==> src/rtl/sa_mul_ctrl_pkg.sv <==
`default_nettype none
// +--------------------------------------------------------------------------+
// | sa_mul_ctrl_pkg                                                          |
// | Shared width and state encodings for the shift-add multiplier control.   |
// | Rev 1.0                                                                  |
// +--------------------------------------------------------------------------+
package sa_mul_ctrl_pkg;

    localparam int SA_WIDTH = 4;

    typedef enum logic [2:0] {
        S_IDLE  = 3'd0,
        S_INIT  = 3'd1,
        S_EVAL  = 3'd2,
        S_ADD   = 3'd3,
        S_SHIFT = 3'd4,
        S_DONE  = 3'd5
    } sa_state_t;

endpackage : sa_mul_ctrl_pkg
`default_nettype wire

==> src/rtl/sa_mul_ctrl_if.sv <==
`default_nettype none
// +--------------------------------------------------------------------------+
// | sa_mul_ctrl_if                                                           |
// | Request, shift-register readback and strobe bundle of the sequencer.     |
// | Rev 1.0                                                                  |
// +--------------------------------------------------------------------------+
interface sa_mul_ctrl_if
    import sa_mul_ctrl_pkg::*;
#(
    parameter int WIDTH = SA_WIDTH
);
    logic             start;
    logic [WIDTH-1:0] mcand;
    logic [WIDTH-1:0] mplier;
    logic             lsb;
    logic [WIDTH-1:0] qph;
    logic             load_ph;
    logic             load_pl;
    logic             sft;
    logic             carry;
    logic [WIDTH-1:0] dph;
    logic [WIDTH-1:0] dpl;
    logic             busy;
    logic             done;

    // master = sequencer, slave = requester plus the ph/pl registers
    modport master (
        input  start, mcand, mplier, lsb, qph,
        output load_ph, load_pl, sft, carry, dph, dpl, busy, done
    );

    modport slave (
        output start, mcand, mplier, lsb, qph,
        input  load_ph, load_pl, sft, carry, dph, dpl, busy, done
    );
endinterface : sa_mul_ctrl_if
`default_nettype wire

==> src/rtl/sa_adder_carry.sv <==
`default_nettype none
// +--------------------------------------------------------------------------+
// | sa_adder_carry                                                           |
// | WIDTH-bit adder whose carry-out is held until the following shift.       |
// | Rev 1.0                                                                  |
// +--------------------------------------------------------------------------+
module sa_adder_carry #(
    parameter int WIDTH = 4
) (
    input  wire logic             clk,
    input  wire logic             clr,
    input  wire logic             i_en,
    input  wire logic             i_clr_c,
    input  wire logic [WIDTH-1:0] i_a,
    input  wire logic [WIDTH-1:0] i_b,
    output logic      [WIDTH-1:0] o_sum,
    output logic                  o_cry
);
    logic [WIDTH:0] w_sum;
    logic           r_cry;

    assign w_sum = {1'b0, i_a} + {1'b0, i_b};
    assign o_sum = w_sum[WIDTH-1:0];
    assign o_cry = r_cry;

    always_ff @(posedge clk or posedge clr) begin
        if (clr)
            r_cry <= 1'b0;
        else if (i_clr_c)
            r_cry <= 1'b0;
        else if (i_en)
            r_cry <= w_sum[WIDTH];
    end
endmodule : sa_adder_carry
`default_nettype wire

==> src/rtl/sa_mul_ctrl.sv <==
`default_nettype none
// +--------------------------------------------------------------------------+
// | sa_mul_ctrl                                                              |
// | Sequencer/adder for a shift-add unsigned multiplier driving ph and pl.   |
// | Option: SA_MUL_DONE_HOLD_EN makes done a level held until next start.    |
// | Rev 1.0                                                                  |
// +--------------------------------------------------------------------------+
module sa_mul_ctrl
    import sa_mul_ctrl_pkg::*;
#(
    parameter int WIDTH = SA_WIDTH,
    parameter int CNT_W = $clog2(WIDTH) + 1
) (
    input wire logic       clk,
    input wire logic       clr,
    sa_mul_ctrl_if.master  bus
);
    sa_state_t        r_state;
    sa_state_t        w_next;
    logic [CNT_W-1:0] r_cnt;
    logic [WIDTH-1:0] r_mcand;
    logic [WIDTH-1:0] r_mplier;
    logic [WIDTH-1:0] w_sum;
    logic             w_cry;
    logic             w_accept;

    assign w_accept = (r_state == S_IDLE) && bus.start;

    sa_adder_carry #(.WIDTH(WIDTH)) u_add (
        .clk     (clk),
        .clr     (clr),
        .i_en    (r_state == S_ADD),
        .i_clr_c ((r_state == S_INIT) || (r_state == S_SHIFT)),
        .i_a     (bus.qph),
        .i_b     (r_mcand),
        .o_sum   (w_sum),
        .o_cry   (w_cry)
    );

    always_ff @(posedge clk or posedge clr) begin
        if (clr) begin
            r_state  <= S_IDLE;
            r_cnt    <= '0;
            r_mcand  <= '0;
            r_mplier <= '0;
        end else begin
            r_state <= w_next;
            if (w_accept) begin
                r_mcand  <= bus.mcand;
                r_mplier <= bus.mplier;
            end
            if (r_state == S_INIT)
                r_cnt <= '0;
            else if (r_state == S_SHIFT)
                r_cnt <= r_cnt + CNT_W'(1);
        end
    end

    always_comb begin
        w_next      = r_state;
        bus.load_ph = 1'b0;
        bus.load_pl = 1'b0;
        bus.sft     = 1'b0;
        bus.carry   = 1'b0;
        bus.dph     = '0;
        bus.busy    = 1'b0;
        case (r_state)
            S_IDLE:  if (bus.start) w_next = S_INIT;
            S_INIT: begin
                bus.load_ph = 1'b1;
                bus.load_pl = 1'b1;
                bus.busy    = 1'b1;
                w_next      = S_EVAL;
            end
            S_EVAL: begin
                bus.busy = 1'b1;
                w_next   = bus.lsb ? S_ADD : S_SHIFT;
            end
            S_ADD: begin
                bus.load_ph = 1'b1;
                bus.dph     = w_sum;
                bus.busy    = 1'b1;
                w_next      = S_SHIFT;
            end
            S_SHIFT: begin
                // stored adder carry becomes the new ph MSB
                bus.sft   = 1'b1;
                bus.carry = w_cry;
                bus.busy  = 1'b1;
                w_next    = (r_cnt == CNT_W'(WIDTH - 1)) ? S_DONE : S_EVAL;
            end
            S_DONE:  w_next = S_IDLE;
            default: w_next = S_IDLE;
        endcase
    end

    assign bus.dpl = r_mplier;

`ifdef SA_MUL_DONE_HOLD_EN
    logic r_done;

    always_ff @(posedge clk or posedge clr) begin
        if (clr)
            r_done <= 1'b0;
        else if (w_next == S_DONE)
            r_done <= 1'b1;
        else if (w_accept)
            r_done <= 1'b0;
    end

    assign bus.done = r_done;
`else
    assign bus.done = (r_state == S_DONE);
`endif
endmodule : sa_mul_ctrl
`default_nettype wire
==> src/flat_wrapper.sv <==
// flat-port wrapper written by rule: the top's interface ports become plain ports
module sa_mul_ctrl_flat import sa_mul_ctrl_pkg::*;
#(
    parameter int WIDTH = SA_WIDTH,
    parameter int CNT_W = $clog2(WIDTH) + 1
)
  (clk, clr, bus_start, bus_mcand, bus_mplier, bus_lsb, bus_qph, bus_load_ph, bus_load_pl, bus_sft, bus_carry, bus_dph, bus_dpl, bus_busy, bus_done);
  sa_mul_ctrl_if #(.WIDTH(WIDTH)) bus_i ();
  input wire logic clk;
  input wire logic clr;
  input wire logic [$bits(bus_i.start)-1:0] bus_start;
  input wire logic [$bits(bus_i.mcand)-1:0] bus_mcand;
  input wire logic [$bits(bus_i.mplier)-1:0] bus_mplier;
  input wire logic [$bits(bus_i.lsb)-1:0] bus_lsb;
  input wire logic [$bits(bus_i.qph)-1:0] bus_qph;
  output wire logic [$bits(bus_i.load_ph)-1:0] bus_load_ph;
  output wire logic [$bits(bus_i.load_pl)-1:0] bus_load_pl;
  output wire logic [$bits(bus_i.sft)-1:0] bus_sft;
  output wire logic [$bits(bus_i.carry)-1:0] bus_carry;
  output wire logic [$bits(bus_i.dph)-1:0] bus_dph;
  output wire logic [$bits(bus_i.dpl)-1:0] bus_dpl;
  output wire logic [$bits(bus_i.busy)-1:0] bus_busy;
  output wire logic [$bits(bus_i.done)-1:0] bus_done;
  assign bus_i.start = bus_start;
  assign bus_i.mcand = bus_mcand;
  assign bus_i.mplier = bus_mplier;
  assign bus_i.lsb = bus_lsb;
  assign bus_i.qph = bus_qph;
  assign bus_load_ph = bus_i.load_ph;
  assign bus_load_pl = bus_i.load_pl;
  assign bus_sft = bus_i.sft;
  assign bus_carry = bus_i.carry;
  assign bus_dph = bus_i.dph;
  assign bus_dpl = bus_i.dpl;
  assign bus_busy = bus_i.busy;
  assign bus_done = bus_i.done;
  sa_mul_ctrl #(.WIDTH(WIDTH), .CNT_W(CNT_W)) u_core (.clk(clk), .clr(clr), .bus(bus_i));
endmodule
==> config.mk <==
export PLATFORM = sky130hd
export DESIGN_NAME = sa_mul_ctrl_flat
export DESIGN_NICKNAME = d
export VERILOG_FILES = /design/src/rtl/sa_mul_ctrl_pkg.sv /design/src/rtl/sa_mul_ctrl_if.sv /design/src/rtl/sa_adder_carry.sv /design/src/rtl/sa_mul_ctrl.sv /design/src/flat_wrapper.sv
export SDC_FILE = /design/constraint.sdc
export NUM_CORES = 1
export LEC_CHECK = 0
export ABC_AREA = 1
export CAP_MARGIN = 0
export CORE_UTILIZATION = 40
export DETAILED_ROUTE_END_ITERATION = 8
export MAX_ROUTING_LAYER = met4
export PLACE_DENSITY = 0.72
export SETUP_SLACK_MARGIN = 0.3
export SLEW_MARGIN = 20
export SYNTH_ARGS = -nofsm -noshare
export SYNTH_HDL_FRONTEND = slang
export SYNTH_SLANG_ARGS = --single-unit
==> constraint.sdc <==
create_clock -name clk -period 1.3 [get_ports clk]
set_input_delay 0.13 -clock clk [delete_from_list [all_inputs] [get_ports clk]]
set_output_delay 0.13 -clock clk [all_outputs]
set_load 0.02 [all_outputs]
### Routing congestion, run 1

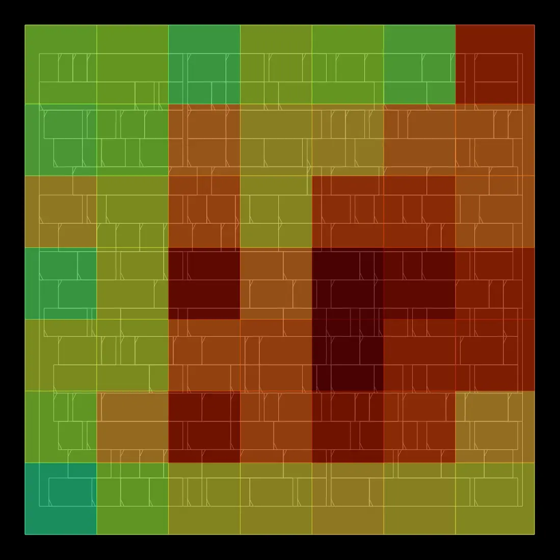
GRT met3 Usage: 1.87%
all-layer global routing usage: 28.4%
utilization after layout: 92.6%

### M3 wires, run 1

Drawn at 6 px/um.
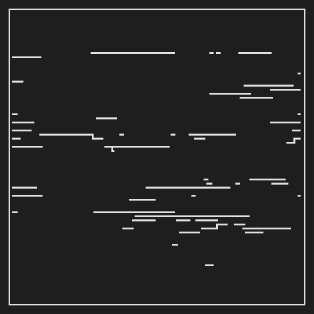
wire length on this layer	211 um
main direction	horizontal
nets with wire on the layer	40
longest straight run	18.9 um

### Cell sizes after repair, run 1

Drawn at 10 px/um.
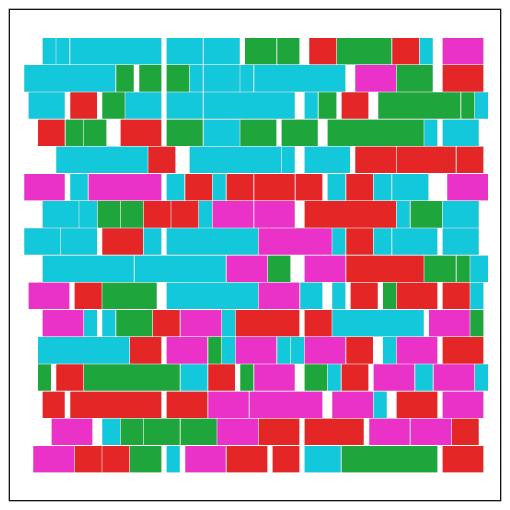
colour	size	cells
red	drive 3 to 4	47
magenta	drive 6 and up	32
green	drive 2	37
cyan	drive 1 or less	67
Area Overhead vs Synth: 112%
fin area: 1870 sq um
Setup WS post-layout: -0.521 ns
Non-clk bufs: 70

### Signal wires on met2, run 1

Drawn at 6 px/um. Cells faint in the background.
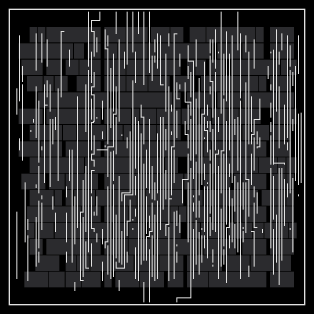
longest straight run	30.3 um
nets with wire on the layer	185
main direction	vertical

==> results.toml, run 1 <==
# implementation run metrics
[layout]
drive_gt1_share_pct = 63.4
insertedDiodeCount = 0
nFillCells = 77
nets = 207
final_cell_mix = "28 x buf_6, 23 x buf_4, 15 x nand2_1, 15 x clkdlybuf4s50_1, 12 x dfrtp_1"
stdcell_count = 210
final_common_cell = "buf_6"

[final_timing]
grt_setup_unrepaired = "true"
setup_violations = 24
finalClockSkew_ns = 0.0131
finalSetupTns_ns = -5.15
worst_slack_ns = -0.521
period_used_pct = 140
slew_viol_final = 0
tightest_slew_ns = 0.347
slew_headroom_pct = 76.8
hold_violations = 0
finalCriticalPeriod_ns = 1.82
timing.fmax_mhz = 549

[yosys]
synth_cell_types = 21
syn-num-nets = 132
ys_chip_area_sq_um = 883
ys_seq_elements = 15
synth_seq_share_pct = 42.5
yosysCellCount = 109
synthCells = 109
synth_warnings = 0
synth.avg_cell_area_sq_um = 8.10
syn_area_sq_um = 883

[critical_path]
required_ns = 1.17
r2r_setup_slack_ns = -0.28
worst-setup-path-type = "flop to output port"
cpPeakStageDelay_ns = 0.39
ff2ff_path_depth = 9
cp_max_fo = 2
crit_arrival_ns = 1.69
crit_end = "bus_dph[2]"
rr_endpoint = "u_core.u_add.o_cry"
end_kind = "output port"
start_kind = "flop"
path_cells = "ha_2 > inv_2 > fa_2 > inv_2 > o21ai_2 > a21oi_4 > buf_6"
crit_top_cell = "inv_2"
reg2reg_from = "u_core.r_mcand[0]"
startpoint = "u_core.r_mcand[0]"
cp_slowest_cell = "dfrtp_1"

[drt]
vias = 1102
ant_nets = 0
drc = 0
post_drt_wl_per_cell_um = 18.6
drt_iter0_drc = 45
routed_wl_mm = 3.91
viasPerCell = 5.25
drt_pass1_iterations = 4

[floorplan]
rows = 16
pin_count = 30
die_x_um = 49.0
die_y_um = 49.0
die_area_sq_um = 2400
coreArea_sq_um = 2020
initial_core_util_pct = 43.7

[run]
log.warning_count = 29
cap_violations = 0

[place]
dpl.cell_count = 183
dp_hpwl_mm = 1.68
place_ws_ns = -0.842
gp_congestion = 0.822
portBuffers = 29

[clocking]
clockRootBuffer = "clkbuf_4"
numClockSinks = 15
htreeDepth = 1
clkLatencyLatePin_ns = 0.29
cts_buffers = 3
cts_tree = "done"
clockBufferDepth = 2
path_clk_slew_ns = 0.11

[status]
violations = "setup timing"
outcome = "finished with violations"

[global_routing]
grt.overflow.total = 0
grt_max_degree = 16
antenna_found_initial = 0
grt_pass1_wl_mm = 5.07
grt_pass1_vias = 1067

[power]
peakVddDrop_mv = 2.15
finalPower_mw = 4.77
pwr_density_cell_nw_per_um2 = 2550
leakage_nw = 0.892

[min_path]
hold_path.class = "primary input to async pin"
run 1: registers in the layout (all words and copies together), names as in the netlist:
register,cells
u_core.r_mcand,4
u_core.bus.dpl,4
u_core.r_state,3
u_core.u_add.o_cry,1
u_core.r_cnt,3
run 1: synthesized netlist by cell type:
cell type  number  share of area, %
nand2_1        25                11
nand3_1        16               9.1
dfrtp_1        15                42
inv_1          14               5.9
nor2_1          7               3.0
ha_1            6               8.5
inv_2           4               1.7
a21oi_1         3               1.7
nand2_2         3               2.1
a21oi_2         2               2.0
nand2_4         2               2.5
nor2_2          2               1.4
or2_1           2               1.4
buf_2           1              0.57
fa_1            1               2.3
nor2_4          1               1.3
nor3_1          1              0.57
o211ai_1        1              0.85
o21ai_0         1              0.57
o21ai_1         1              0.57
o31ai_1         1              0.85
run 1: worst max-delay path: cells and delay by family, from the launching register on:
| kind | cells | cell delay [ns] |
|---|---|---|
| adders and majority gates | 2 | 0.55 |
| buffers and inverters | 3 | 0.27 |
| AOI/OAI and AO/OA | 2 | 0.20 |
| DFF | 1 | 0.39 |
run 1: timing repair:
item,4_1_cts,5_1_grt
cloned,1,0
setup endpoints to repair,29,27
gates resized,115,16
pin swaps,20,14
setup buffers,12,10
hold buffers,0,0
run 1: report_power, final:
part	total [mW]	internal [mW]	leakage (nW)	switching (mW)
combinational	3.59	1.78	0.690	1.81
clock	0.284	0.119	0.0150	0.165
sequential	0.896	0.685	0.187	0.211
run 1: kinds of logic (layout without fill, tap and decap cells):
kind of cell / Yosys count / after routing / synth area share (%)
fa+ha+maj: 7 / 7 / 10.8
compound gates: 9 / 9 / 6.51
buf+inv: 19 / 93 / 8.21
flops: 15 / 15 / 42.5
simple gates: 59 / 59 / 32.0
run 1: layer usage:
metal	share of wire, %	track usage [%]
met1	38	35.2
met2	51	49.3
met3	5.4	1.87
met4	5.3	8.82
met5	0	-
run 1: how the worst min path moves through the flow:
stage	slack [ns]	to
6_report	0.13	u_core.r_cnt[2]
2_1_floorplan	0.03	u_core.bus.dpl[0]
3_5_place_dp	0.46	u_core.bus.dpl[0]
5_1_grt	0.16	u_core.bus.dpl[1]
3_3_place_gp	0.45	u_core.bus.dpl[3]
4_1_cts	0.16	u_core.bus.dpl[3]
run 1: metrics by stage:
stage,hold slack (ns),instance area [sq um],utilization (%)
2_1_floorplan,0.0314,991,-
3_3_place_gp,0.448,1450,71.8
3_5_place_dp,0.464,1450,71.8
4_1_cts,0.159,1740,86.0
5_1_grt,0.161,1870,92.6
6_report,0.133,1870,92.6
run 1: layout make-up:
cell class / instances / area [sq um] / share of cell area (%)
clock buffers: 4 / 26.3 / 1.40
multi-input cells: 75 / 674 / 36.0
repair buffers: 70 / 673 / 36.0
repair inverters: 1 / 7.51 / 0.401
inverters: 18 / 77.6 / 4.14
flip-flops and latches: 15 / 379 / 20.3
well taps: 27 / 33.8 / 1.80
==> run 1 -> run 2 <==
- PLACE_DENSITY: 0.72 -> 0.74
==> results.toml, run 2 <==
# implementation run metrics
[critical_path]
crit_arrival_ns = 1.60
start_kind = "flop"
rr_endpoint = "u_core.u_add.o_cry"
path_cells = "ha_2 > inv_2 > fa_2 > inv_2 > o21ai_2 > a21oi_4 > buf_6"
ff2ff_path_depth = 9
worst-setup-path-type = "flop to output port"
cp_max_fo = 2
cpPeakStageDelay_ns = 0.36
r2r_setup_slack_ns = -0.14
reg2reg_from = "u_core.r_mcand[0]"
crit_top_cell = "inv_2"
end_kind = "output port"

[final_timing]
tightest_slew_ns = 0.376
hold_violations = 0
timing.fmax_mhz = 579
worst_slack_ns = -0.428
finalSetupTns_ns = -2.94
slew_headroom_pct = 74.8
whs_ns = 0.0590
slew_viol_final = 0
finalCriticalPeriod_ns = 1.73
setup_violations = 12
grt_setup_unrepaired = "true"

[floorplan]
rows = 16
die_area_sq_um = 2400
initial_core_util_pct = 43.7
pin_count = 30
coreArea_sq_um = 2020
die_y_um = 49.0
die_x_um = 49.0

[drt]
drt_iter0_drc = 15
vias = 1032
drc = 0
ant_nets = 0
viasPerCell = 5.01
drt_pass1_iterations = 4

[layout]
final_area_sq_um = 1820
area_growth_pct = 106
final_common_cell = "buf_6"
drive_gt1_share_pct = 59.8
final_cell_mix = "30 x buf_6, 19 x buf_4, 15 x nand2_1, 15 x clkdlybuf4s50_1, 13 x dfrtp_1"
stdcell_count = 206
fin_util_pct = 90.0

[status]
violations = "setup timing"
outcome = "finished with violations"

[global_routing]
grt_use_met2_pct = 50.9
grt_pass1_vias = 1108
grt_max_degree = 10
grt_use_met3_pct = 2.18
grt_usage_pct = 27.7
grt_pass1_wl_mm = 4.89
gr-max-usage-layer = "met2"
antenna_found_initial = 0
grt.overflow.total = 0

[clocking]
clkLatencyLatePin_ns = 0.31
htreeDepth = 1
cts_tree = "done"
hold_buffers = 0
path_clk_slew_ns = 0.11
cts_buffers = 3
clockRootBuffer = "clkbuf_4"

[yosys]
top_cell = "nand2_1"
synth-main-ff-cell = "dfrtp_1"
area_leaders = "dfrtp_1 42%, nand2_1 11%, nand3_1 9.1%"
ys_chip_area_sq_um = 883
ys_seq_elements = 15
syn-num-nets = 132
synth.avg_cell_area_sq_um = 8.10
yosysTopAreaCellShare_pct = 42.5
top_cells_by_count = "25 x nand2_1, 16 x nand3_1, 15 x dfrtp_1"
synth_cell_types = 21
top_area_cell = "dfrtp_1"
syn_area_sq_um = 883
synthArstFlopShare_pct = 100
synth_warnings = 0
yosysCellCount = 109
edf_count = 0
synthCells = 109

[place]
place_ws_ns = -0.820
portBuffers = 29
dpl_cell_area_sq_um = 1440
gp_congestion = 0.731
dpl.cell_count = 181

[run]
log.warning_count = 29
cap_violations = 0

[power]
leakage_nw = 0.877
pwr_density_cell_nw_per_um2 = 2490
finalPower_mw = 4.52
peakVddDrop_mv = 2.36

[min_path]
hold_path.class = "primary input to async pin"
==> run 2: repair_timing <==
action                                  CTS  global route
endpoints found under the setup margin   29            29
pin swaps                                17             2
cloned                                    1             0
resized                                 117            11
setup buffers                            11             9
==> run 2: how the worst max path moves through the flow <==
stage / start / endpoint / slack (ns)
2_1_floorplan: u_core.r_mcand[0] / bus_dph[2] / -0.05
3_3_place_gp: bus_qph[0] / bus_dph[2] / -0.80
3_5_place_dp: bus_qph[0] / bus_dph[2] / -0.82
4_1_cts: u_core.r_mcand[0] / bus_dph[1] / -0.40
5_1_grt: u_core.r_mcand[0] / bus_dph[2] / -0.51
6_report: u_core.r_mcand[0] / bus_dph[2] / -0.43
==> run 2: worst max-delay path: cells and delay by family, from the launching register on <==
family,cells,cell delay (ns)
adder cells (fa/ha/maj),2,0.51
buffers and inverters,3,0.24
flip-flops,1,0.36
AND-OR/OR-AND,2,0.20
==> run 2: cell type report <==
cell class | count | area [sq um]
clock inverter | 1 | 5.00
timing repair buffer | 66 | 656
clock buffer | 3 | 22.5
sequential | 15 | 378
multi-input combinational | 75 | 638
inverter | 18 | 80.1
fill | 87 | 201
tap | 27 | 33.8
timing repair inverter | 1 | 7.51
==> run 2: layer usage <==
layer  wire length (um)  up-vias
met3                 99        8
li1                   -      490
met4                102        0
met2               1740       37
met5                  0        -
met1               1160      497
==> run 2: report_power, final <==
| group | total [mW] | internal (mW) | leakage, nW | switching (mW) |
|---|---|---|---|---|
| Combinational | 3.37 | 1.72 | 0.671 | 1.64 |
| Sequential | 0.870 | 0.682 | 0.188 | 0.188 |
| Clock | 0.287 | 0.115 | 0.0177 | 0.172 |
| Total | 4.52 | 2.52 | 0.877 | 2.00 |
==> run 2: cells by family after synthesis <==
logic type,count (synthesis),share of synthesized area (%)
AND-OR/OR-AND,9,6.51
adder cells (fa/ha/maj),7,10.8
flip-flops,15,42.5
AND/OR/NAND/NOR,59,32.0
buffers and inverters,19,8.21
### Gate families picked out, run 2

Drawn at 10 px/um.
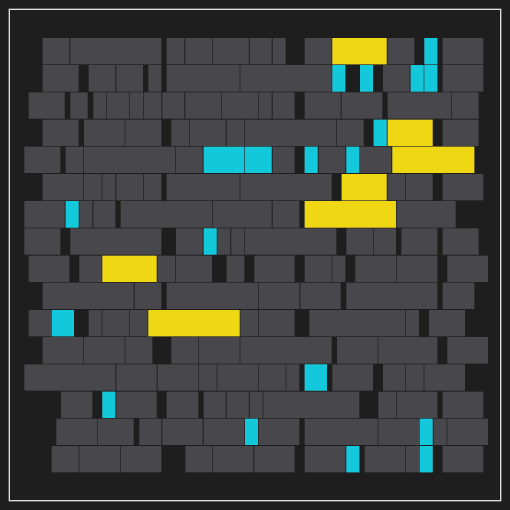
colour	family	cells
cyan	inverters	19
yellow	adder and majority cells	7

### Routing congestion, run 2

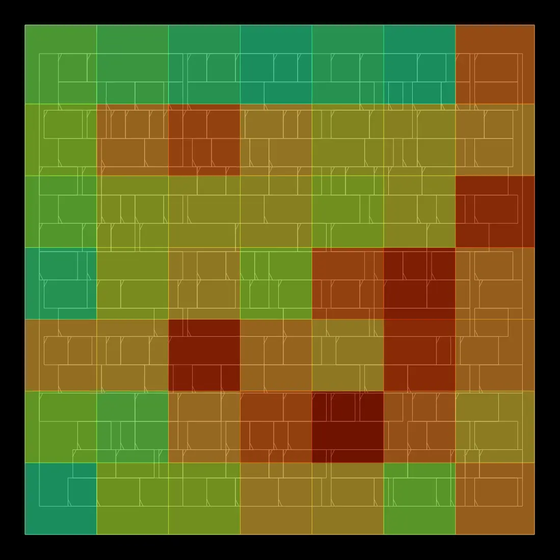
WL/cell: 15.0 um
M1 GR Usage: 30.4%

==> run 2 -> run 3 <==
- CORE_UTILIZATION: 40 -> 25
- PLACE_DENSITY: 0.74 -> 0.5
### M3 wires, run 3

Drawn at 4 px/um.
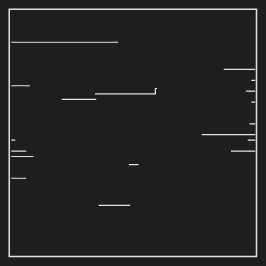
final wirelength: 2.44 mm
GRT met3 Usage: 4.62%
Vias: 945

==> results.toml, run 3 <==
# implementation run metrics
[status]
outcome = "finished with violations"
violations = "setup timing"

[place]
dp_hpwl_mm = 1.77
portBuffers = 29
gp_congestion = 0.661
dpl.cell_count = 197

[yosys]
edf_count = 0
yosysCellCount = 109
synth_warnings = 0
top_cells_by_count = "25 x nand2_1, 16 x nand3_1, 15 x dfrtp_1"
synth.avg_cell_area_sq_um = 8.10
syn-num-nets = 132
synth_seq_share_pct = 42.5
synth_cell_types = 21
synth-main-ff-cell = "dfrtp_1"
synthCells = 109
area_leaders = "dfrtp_1 42%, nand2_1 11%, nand3_1 9.1%"
ys_seq_elements = 15
ys_chip_area_sq_um = 883
synthArstFlopShare_pct = 100
top_cell = "nand2_1"
top_area_cell = "dfrtp_1"
syn_area_sq_um = 883
yosysTopAreaCellShare_pct = 42.5

[floorplan]
rows = 21
coreArea_sq_um = 3360
initial_core_util_pct = 26.3
pin_count = 30
die_x_um = 61.4
die_area_sq_um = 3770
die_y_um = 61.4

[power]
leakage_nw = 0.869
pwr_density_cell_nw_per_um2 = 2350
peakVddDrop_mv = 1.25

[critical_path]
end_kind = "output port"
critPathBufInv = 2
reg2reg_from = "u_core.r_state[0]"
cp_top_family = "adder cells"
cpPeakStageDelay_ns = 0.44
required_ns = 1.17
cp_slowest_cell = "fa_2"
rr_endpoint = "u_core.r_state[0]"
start_kind = "flop"
crit_arrival_ns = 1.56
r2r_setup_slack_ns = -0.06
path_cells = "ha_2 > inv_2 > fa_2 > nor2_4 > buf_6"
ff2ff_path_depth = 8
worst-setup-path-type = "flop to output port"
cp_max_fo = 2

[layout]
final_cell_mix = "32 x buf_6, 17 x buf_4, 15 x nand2_1, 15 x clkdlybuf4s50_1"
nFillCells = 333
insertedDiodeCount = 0
stdcell_count = 223
nets = 201
area_growth_pct = 109
drive_gt1_share_pct = 58.8

[clocking]
numClockSinks = 15
clkLatencyLatePin_ns = 0.28
clockRootBuffer = "clkbuf_4"
hold_buffers = 0
path_clk_slew_ns = 0.09
cts_buffers = 3
cts_tree = "done"
clockBufferDepth = 2
htreeDepth = 1

[drt]
post_drt_wl_per_cell_um = 10.9
drt_iter0_drc = 14
ant_nets = 0
drt_pass1_iterations = 4
viasPerCell = 4.24
drc = 0

[run]
cap_violations = 0
log.warning_count = 29

[final_timing]
finalSetupTns_ns = -2.62
worst_slack_ns = -0.388
timing.fmax_mhz = 592
finalClockSkew_ns = 0.00287
period_used_pct = 130
setup_violations = 22
finalCriticalPeriod_ns = 1.69
slew_headroom_pct = 77.8
hold_violations = 0
grt_setup_unrepaired = "true"
tightest_slew_ns = 0.332
slew_viol_final = 0

[global_routing]
antenna_found_initial = 0
grt.overflow.total = 0
grt_usage_pct = 14.1
grt_pass1_wl_mm = 3.74
grt_max_degree = 9
grt_pass1_vias = 873

[min_path]
hold_path.class = "primary input to async pin"
### Gate families picked out, run 3

Drawn at 8 px/um.
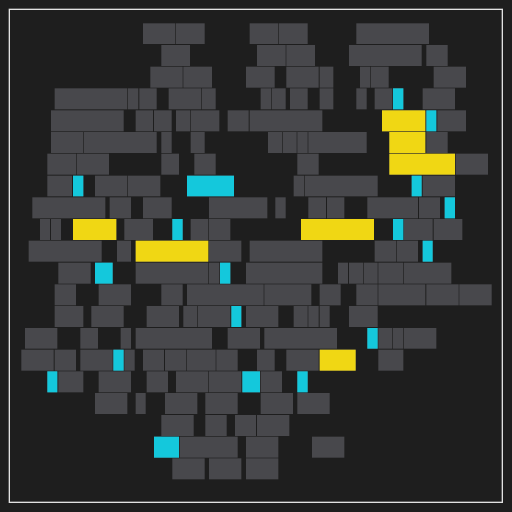
colour	family	cells
yellow	adder and majority cells	7
cyan	inverters	18
Commonest Layout Cell: buf_6
logic share of the area: 34.4%

-- run 3: cell counts after synthesis --
No cell type changed its count.
-- run 3: how the worst max path moves through the flow --
stage                            startpoint  cells past startpoint  slack (ns)          to
after floorplan           u_core.r_mcand[0]                      6       -0.05  bus_dph[2]
after global placement           bus_qph[0]                      8       -0.82  bus_dph[2]
after detailed placement         bus_qph[0]                      8       -0.84  bus_dph[2]
after CTS                 u_core.r_mcand[0]                      7       -0.42  bus_dph[2]
after global routing      u_core.r_mcand[0]                      7       -0.49  bus_dph[2]
final                     u_core.r_mcand[0]                      5       -0.39  bus_dph[1]
-- run 3: logic make-up (layout without fill, tap and decap cells) --
family / Yosys count / in the layout / synth area share [%]
AND-OR/OR-AND: 9 / 9 / 6.51
adder cells (fa/ha/maj): 7 / 7 / 10.8
buffers and inverters: 19 / 87 / 8.21
flip-flops: 15 / 15 / 42.5
AND/OR/NAND/NOR: 59 / 59 / 32.0
-- run 3: final cells by class --
type	instances	area (sq um)	share of cell area [%]
repair buffers	65	658	35.6
clock buffers	4	26.3	1.42
multi-input cells	75	636	34.4
inverters	18	90.1	4.88
well taps	46	57.6	3.12
flip-flops and latches	15	379	20.5
-- run 3: routing by layer --
layer / part of all wire [%] / routed length, um / GRT usage (%) / up-vias
li1: - / - / - / 486
met1: 40 / 986 / 15.9 / 437
met2: 55 / 1330 / 24.8 / 20
met3: 4.5 / 110 / 4.62 / 2
met4: 0.41 / 10 / 1.90 / 0
met5: 0 / 0 / - / -
-- run 3: power breakdown --
group / internal (mW) / total (mW) / switching (mW)
registers: 0.686 / 0.897 / 0.211
clock network: 0.119 / 0.263 / 0.144
logic: 1.71 / 3.18 / 1.48
-- run 3: repair_timing --
action | CTS | global route
pin swaps | 15 | 9
setup endpoints to repair | 29 | 29
setup buffers | 15 | 7
resized | 113 | 21
-- run 3: through the flow --
step	instance area [sq um]	util, %	total power [mW]	setup slack, ns	hold slack (ns)
floorplan	991	-	2.13	-0.0474	0.0314
global placement	1440	42.8	2.91	-0.819	0.400
detailed placement	1440	42.8	2.94	-0.836	0.395
CTS	1720	51.1	4.00	-0.418	0.0869
global route	1850	54.9	4.66	-0.488	0.112
finish	1850	54.9	4.34	-0.388	0.0840
No activity file was given, so power comes from the tool's default toggle rates.
